--- config.mk ---
export PLATFORM = sky130hd
export DESIGN_NAME = mlp_sched
export DESIGN_NICKNAME = d
export VERILOG_FILES = /design/src/rtl/mlp_pkg.sv /design/src/rtl/mlp_acc_bank.sv /design/src/rtl/mlp_sched.sv
export SDC_FILE = /design/constraint.sdc
export NUM_CORES = 1
export LEC_CHECK = 0
export CORE_MARGIN = 2
export CORE_UTILIZATION = 58
export DETAILED_ROUTE_END_ITERATION = 8
export PLACE_DENSITY = 0.8
export SYNTH_ARGS = -nofsm -noshare
export SYNTH_HDL_FRONTEND = slang
export SYNTH_SLANG_ARGS = --single-unit
export TNS_END_PERCENT = 50
--- constraint.sdc ---
create_clock -name clk -period 3.35 [get_ports clk]
set_input_delay 0.67 -clock clk [delete_from_list [all_inputs] [get_ports clk]]
set_output_delay 0.67 -clock clk [all_outputs]
set_load 0.02 [all_outputs]
--- src/rtl/mlp_pkg.sv ---
// Shared sizing, FSM encodings and weight decode for the binary-input MLP sequencer.
package mlp_pkg;

    localparam int unsigned N1   = 98;
    localparam int unsigned N2   = 10;
    localparam int unsigned W_K  = 4;
    localparam int unsigned A1_W = W_K + $clog2(N1);
    localparam int unsigned A2_W = W_K + $clog2(N2) + 1;
    localparam int unsigned I1_W = $clog2(N1);
    localparam int unsigned I2_W = $clog2(N2);

    localparam logic [1:0] StIdle = 2'd0;
    localparam logic [1:0] StL1   = 2'd1;
    localparam logic [1:0] StL2   = 2'd2;
    localparam logic [1:0] StDone = 2'd3;

    // w - 2**(W_K-1) in offset binary is just w with its MSB inverted.
    function automatic logic signed [W_K-1:0] ob_decode(input logic [W_K-1:0] w);
        return $signed({~w[W_K-1], w[W_K-2:0]});
    endfunction

endpackage

--- src/rtl/mlp_acc_bank.sv ---
// N2 parallel layer-1 accumulators; every lane adds its own decoded weight when enabled.
module mlp_acc_bank
    import mlp_pkg::*;
(
    input  logic                   clk,
    input  logic                   rstn,
    input  logic                   clr,
    input  logic                   en,
    input  logic [N2*W_K-1:0]      w_col,
    input  logic [I2_W-1:0]        sel,
    output logic signed [A1_W-1:0] acc_sel
);

    logic signed [A1_W-1:0] acc_q [N2];
    logic signed [W_K-1:0]  dec_w [N2];
    logic signed [A1_W-1:0] add_w [N2];

    always_comb begin
        for (int j = 0; j < N2; j++) begin
            dec_w[j] = ob_decode(w_col[j*W_K +: W_K]);
            add_w[j] = {{(A1_W - W_K){dec_w[j][W_K-1]}}, dec_w[j]};
        end
    end

    always_ff @(posedge clk or negedge rstn) begin
        if (!rstn) begin
            for (int j = 0; j < N2; j++) acc_q[j] <= '0;
        end else if (clr) begin
            for (int j = 0; j < N2; j++) acc_q[j] <= '0;
        end else if (en) begin
            for (int j = 0; j < N2; j++) acc_q[j] <= acc_q[j] + add_w[j];
        end
    end

    assign acc_sel = acc_q[sel];

endmodule

--- src/rtl/mlp_sched.sv ---
// Frame sequencer: layer 1 walks input pixels with all hidden lanes in parallel,
// layer 2 walks hidden neurons one per cycle, then holds the result until consumed.
module mlp_sched
    import mlp_pkg::*;
(
    input  logic              clk,
    input  logic              rstn,
    input  logic              in_valid,
    output logic              in_ready,
    input  logic [N1-1:0]     x_in,
    output logic [I1_W-1:0]   w1_idx,
    input  logic [N2*W_K-1:0] w1_col,
    output logic [I2_W-1:0]   w2_idx,
    input  logic [W_K-1:0]    w2_val,
    output logic              out_valid,
    input  logic              out_ready,
    output logic              y_out,
    output logic [A2_W-1:0]   acc2_out,
    output logic              busy
);

    localparam logic [I1_W-1:0] I_LAST = I1_W'(N1 - 1);
    localparam logic [I2_W-1:0] N_LAST = I2_W'(N2 - 1);

    logic [1:0]             state_q;
    logic [N1-1:0]          x_q;
    logic [I1_W-1:0]        i_q;
    logic [I2_W-1:0]        n_q;
    logic signed [A2_W-1:0] acc2_q;

    logic                   accept;
    logic                   l1_en;
    logic                   h_n;
    logic signed [A1_W-1:0] acc1_n;
    logic signed [W_K-1:0]  w2_dec;
    logic signed [A2_W-1:0] w2_ext;

    assign accept = (state_q == StIdle) && in_valid;
    assign l1_en  = (state_q == StL1) && x_q[i_q];

    mlp_acc_bank u_acc_bank (
        .clk     (clk),
        .rstn    (rstn),
        .clr     (accept),
        .en      (l1_en),
        .w_col   (w1_col),
        .sel     (n_q),
        .acc_sel (acc1_n)
    );

    // Strict signed "> 0": non-negative and non-zero.
    assign h_n    = !acc1_n[A1_W-1] && (acc1_n != '0);
    assign w2_dec = ob_decode(w2_val);
    assign w2_ext = {{(A2_W - W_K){w2_dec[W_K-1]}}, w2_dec};

    always_ff @(posedge clk or negedge rstn) begin
        if (!rstn) begin
            state_q <= StIdle;
            x_q     <= '0;
            i_q     <= '0;
            n_q     <= '0;
            acc2_q  <= '0;
        end else begin
            case (state_q)
                StIdle: begin
                    if (in_valid) begin
                        x_q     <= x_in;
                        acc2_q  <= '0;
                        i_q     <= '0;
                        state_q <= StL1;
                    end
                end
                StL1: begin
                    if (i_q == I_LAST) begin
                        n_q     <= '0;
                        state_q <= StL2;
                    end else begin
                        i_q <= i_q + I1_W'(1);
                    end
                end
                StL2: begin
                    if (h_n) acc2_q <= acc2_q + w2_ext;
                    if (n_q == N_LAST) begin
                        state_q <= StDone;
                    end else begin
                        n_q <= n_q + I2_W'(1);
                    end
                end
                StDone: begin
                    if (out_ready) state_q <= StIdle;
                end
                default: state_q <= StIdle;
            endcase
        end
    end

    assign in_ready  = (state_q == StIdle);
    assign out_valid = (state_q == StDone);
    assign busy      = (state_q != StIdle);
    assign w1_idx    = i_q;
    assign w2_idx    = n_q;
    assign acc2_out  = acc2_q;
    assign y_out     = !acc2_q[A2_W-1] && (acc2_q != '0);

endmodule

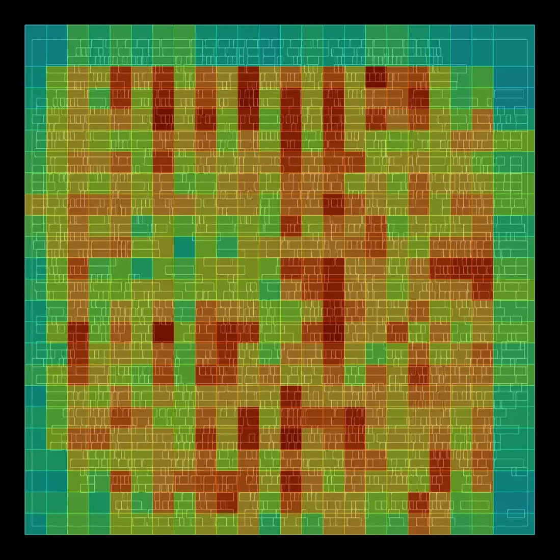
**Above:** congestion heat map.
fraction of met2 tracks used by global routing: 45.8%
met1 Track Usage GR: 35.2%

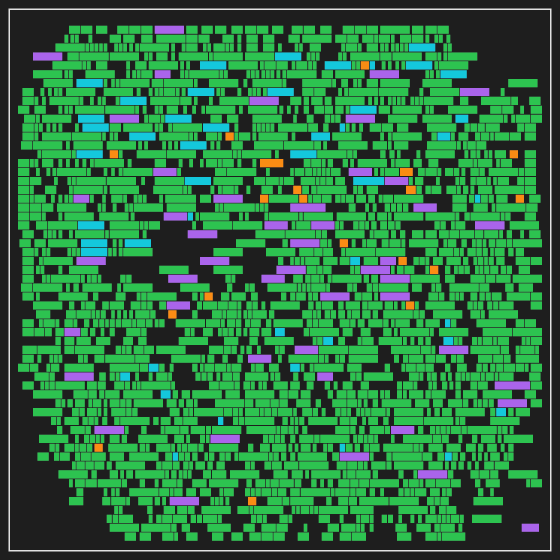
**Above:** drive-strength map.
Orange marks drive 3 to 4, cells 19, share 1.0%. Cyan marks drive 2, cells 46, share 2.4%. Green marks drive 1 or less, cells 1785, share 94%. Purple marks drive 6 and up, cells 47, share 2.5%.
Finished Cell Area: 18000 um^2
Signal buffers: 194
least setup slack across all paths after layout: 0.267 ns

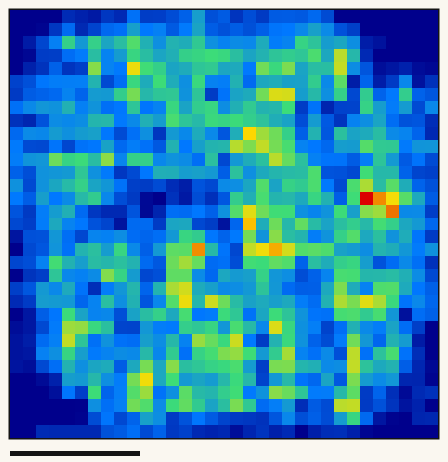
**Above:** signal metal coverage by tile.
Scale bar: 50 um. 33 x 33 tiles, from dark blue (low) to red (high), scaled to the fullest tile. Values are wire area over tile area, all layers added.
12% of the tiles are over half the peak. The mean over all tiles is 0.21. The fullest tile reaches 0.70. 6.9% of the tiles are nearly empty.

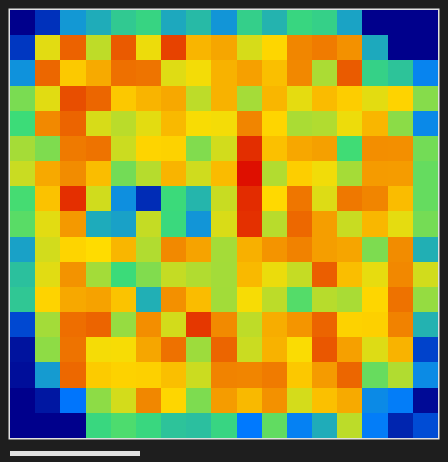
**Above:** local utilization.
Scale bar: 50 um. 17 x 17 tiles, from dark blue (low) to red (high), 0 to 100% covered.
The mean over all tiles is 64%. The fullest tile reaches 98%. 3.5% of the tiles are nearly empty. 44% of the tiles are over 75% full.

==> impl_metrics.json <==
{
  "run_status": "complete, no violations",
  "p_int_mw": 8.92,
  "met3_length_um": 1690,
  "synthMuxAreaShare_pct": 5.88,
  "max-clock-path-buffers": 3,
  "gpl.final_weighted_congestion": 0.914,
  "synth-simple-area-share_pct": 22.4,
  "gr-total-overflow": 0,
  "report.final.setup_viol": 0,
  "p_leak_nw": 8.44,
  "synth-warning-count": 0,
  "dpl_cell_area_um2": 17100,
  "met2_length_um": 17500,
  "grt_peak_use_layer": "met2",
  "vias_in_the_first_global_route": 12700,
  "cts_num_sinks": 230,
  "sequentialPower_mw": 4.68,
  "rows": 58,
  "drv.max_cap_violation_count": 0,
  "fillers": 1931,
  "layoutNonFillerInstCount": 2228,
  "yosysUniqueCellTypes": 62,
  "clkPwrFrac_pct": 19.2,
  "postSynth.topFlopCell": "sky130_fd_sc_hd__dfrtp_1",
  "synthDominantCellAreaShare_pct": 38.2,
  "die.size.y_um": 165,
  "clock-root-buffer": "sky130_fd_sc_hd__clkbuf_16",
  "relSlewSlack_pct": 56.3,
  "routed_via_density": 5.83,
  "total_power_mw": 15.0,
  "number_of_enable_type_register_cells_in_the_synthesized_netlist": 0,
  "cp_num_cells": 9,
  "worst_hold_path_type": "in -> async",
  "synth_dominant_cell_count": "sky130_fd_sc_hd__nand2_1",
  "fin_hold_ws_ns": 0.147,
  "worstPathArrival_ns": 3.46,
  "totalNegativeSetupSlack_ns": 0,
  "synthDominantAreaCellType": "sky130_fd_sc_hd__dfrtp_1",
  "initCoreUtil_pct": 59.5,
  "buffer_and_inverter_count_on_the_worst_path": 4,
  "timing_max_transition_violations_final": 0,
  "synth.cells.most_frequent": "439 x sky130_fd_sc_hd__nand2_1, 230 x sky130_fd_sc_hd__dfrtp_1, 124 x sky130_fd_sc_hd__nor2_1, 116 x sky130_fd_sc_hd__ha_1, 110 x sky130_fd_sc_hd__nand3_1",
  "stage_log_warnings": 34,
  "highest_layer": "met4",
  "synth.yosys.seq_area_share_pct": 38.2,
  "drt-pass1-iter-count": 5,
  "met3_usage_pct": 2.87,
  "finalWorstPathRequiredPeriod_ns": 3.08,
  "drc": 0,
  "share_comb_of_total_power_pct": 49.7,
  "sequentialPowerShare_pct": 31.1,
  "pin_count": 170,
  "power_leader": "combinational logic",
  "path_delay_family": "buffers and inverters",
  "power.combinational.total_mw": 7.47,
  "xor_xnor_cell_area_share_of_the_yosys_netlist_pct": 5.35,
  "postRouteAntennaNets": 0,
  "worstSetupStartpoint": "w1_idx[1]",
  "tightestPinTransition_ns": 0.656,
  "layout.cells.most_common": "sky130_fd_sc_hd__nand2_1",
  "grt_first_pass_wirelength_um": 59500,
  "drive_gt1_share_pct": 5.90,
  "critical_path_cell_with_the_highest_stage_delay": "sky130_fd_sc_hd__dfrtp_1",
  "detailedRoute.firstIterationViolations": 1106,
  "cts_tree": "done",
  "detailroute.via_count": 13000,
  "rsz0062_at_grt": "false",
  "finalHoldViolations": 0,
  "ys_cells": 1736,
  "yosys-dominant-comb-family": "simple AND/OR/NAND/NOR gates",
  "reg2reg_from": "w1_idx[1]",
  "path_max_fanout": 77,
  "cts.repair_timing.setup_buffer_count": 0,
  "htreeDepth": 1,
  "net-switching-power_mw": 6.12,
  "post_cts_resized": 0,
  "slowest_delay_ns": 0.63,
  "power.switching_fraction_pct": 40.7,
  "type_of_origin_of_the_critical_path": "flip-flop",
  "port-buffer-count": 169,
  "syn_to_final_growth_pct": 19.2,
  "clock_latency_ns": 0.53,
  "cts-hold-fix-buffers": 0,
  "largest_register_ffs": 110,
  "synth-seq-cells": 230,
  "power-per-cell-area_nw_per_um2": 837,
  "design.core.area_um2": 25300,
  "finalClockPeriodUsage_pct": 92.0,
  "top_register": "u_acc_bank.acc_q",
  "route.layer.met1.wl_um": 15600,
  "postRouteWirelength_um": 35800,
  "post-route-util_pct": 70.9,
  "synth_compound_gate_area_share_pct": 12.5,
  "timing.reg2reg.setup_slack_ns": 0.27,
  "chip_area_um2": 27300
}
## layout make-up
type | instances | area (um^2) | share of cell area (%)
Clock inverter | 13 | 123 | 0.683
Tap cell | 330 | 413 | 2.30
Clock buffer | 33 | 748 | 4.17
Antenna cell | 1 | 2.50 | 0.0139
Sequential cell | 230 | 5760 | 32.0
Inverter | 63 | 236 | 1.32
Multi-Input combinational cell | 1364 | 8650 | 48.1
Timing Repair Buffer | 194 | 2030 | 11.3
## worst min path at each step
stage               startpoint                    to  cells after the start
floorplan                 rstn           acc2_out[0]                      0
global placement       x_q[46]               x_q[46]                      2
detailed placement     x_q[89]               x_q[89]                      2
CTS                       rstn  u_acc_bank.acc_q[12]                      1
global route              rstn  u_acc_bank.acc_q[12]                      1
finish                    rstn  u_acc_bank.acc_q[19]                      1
Power figures rest on the tool's default switching activity, not on a simulated workload.
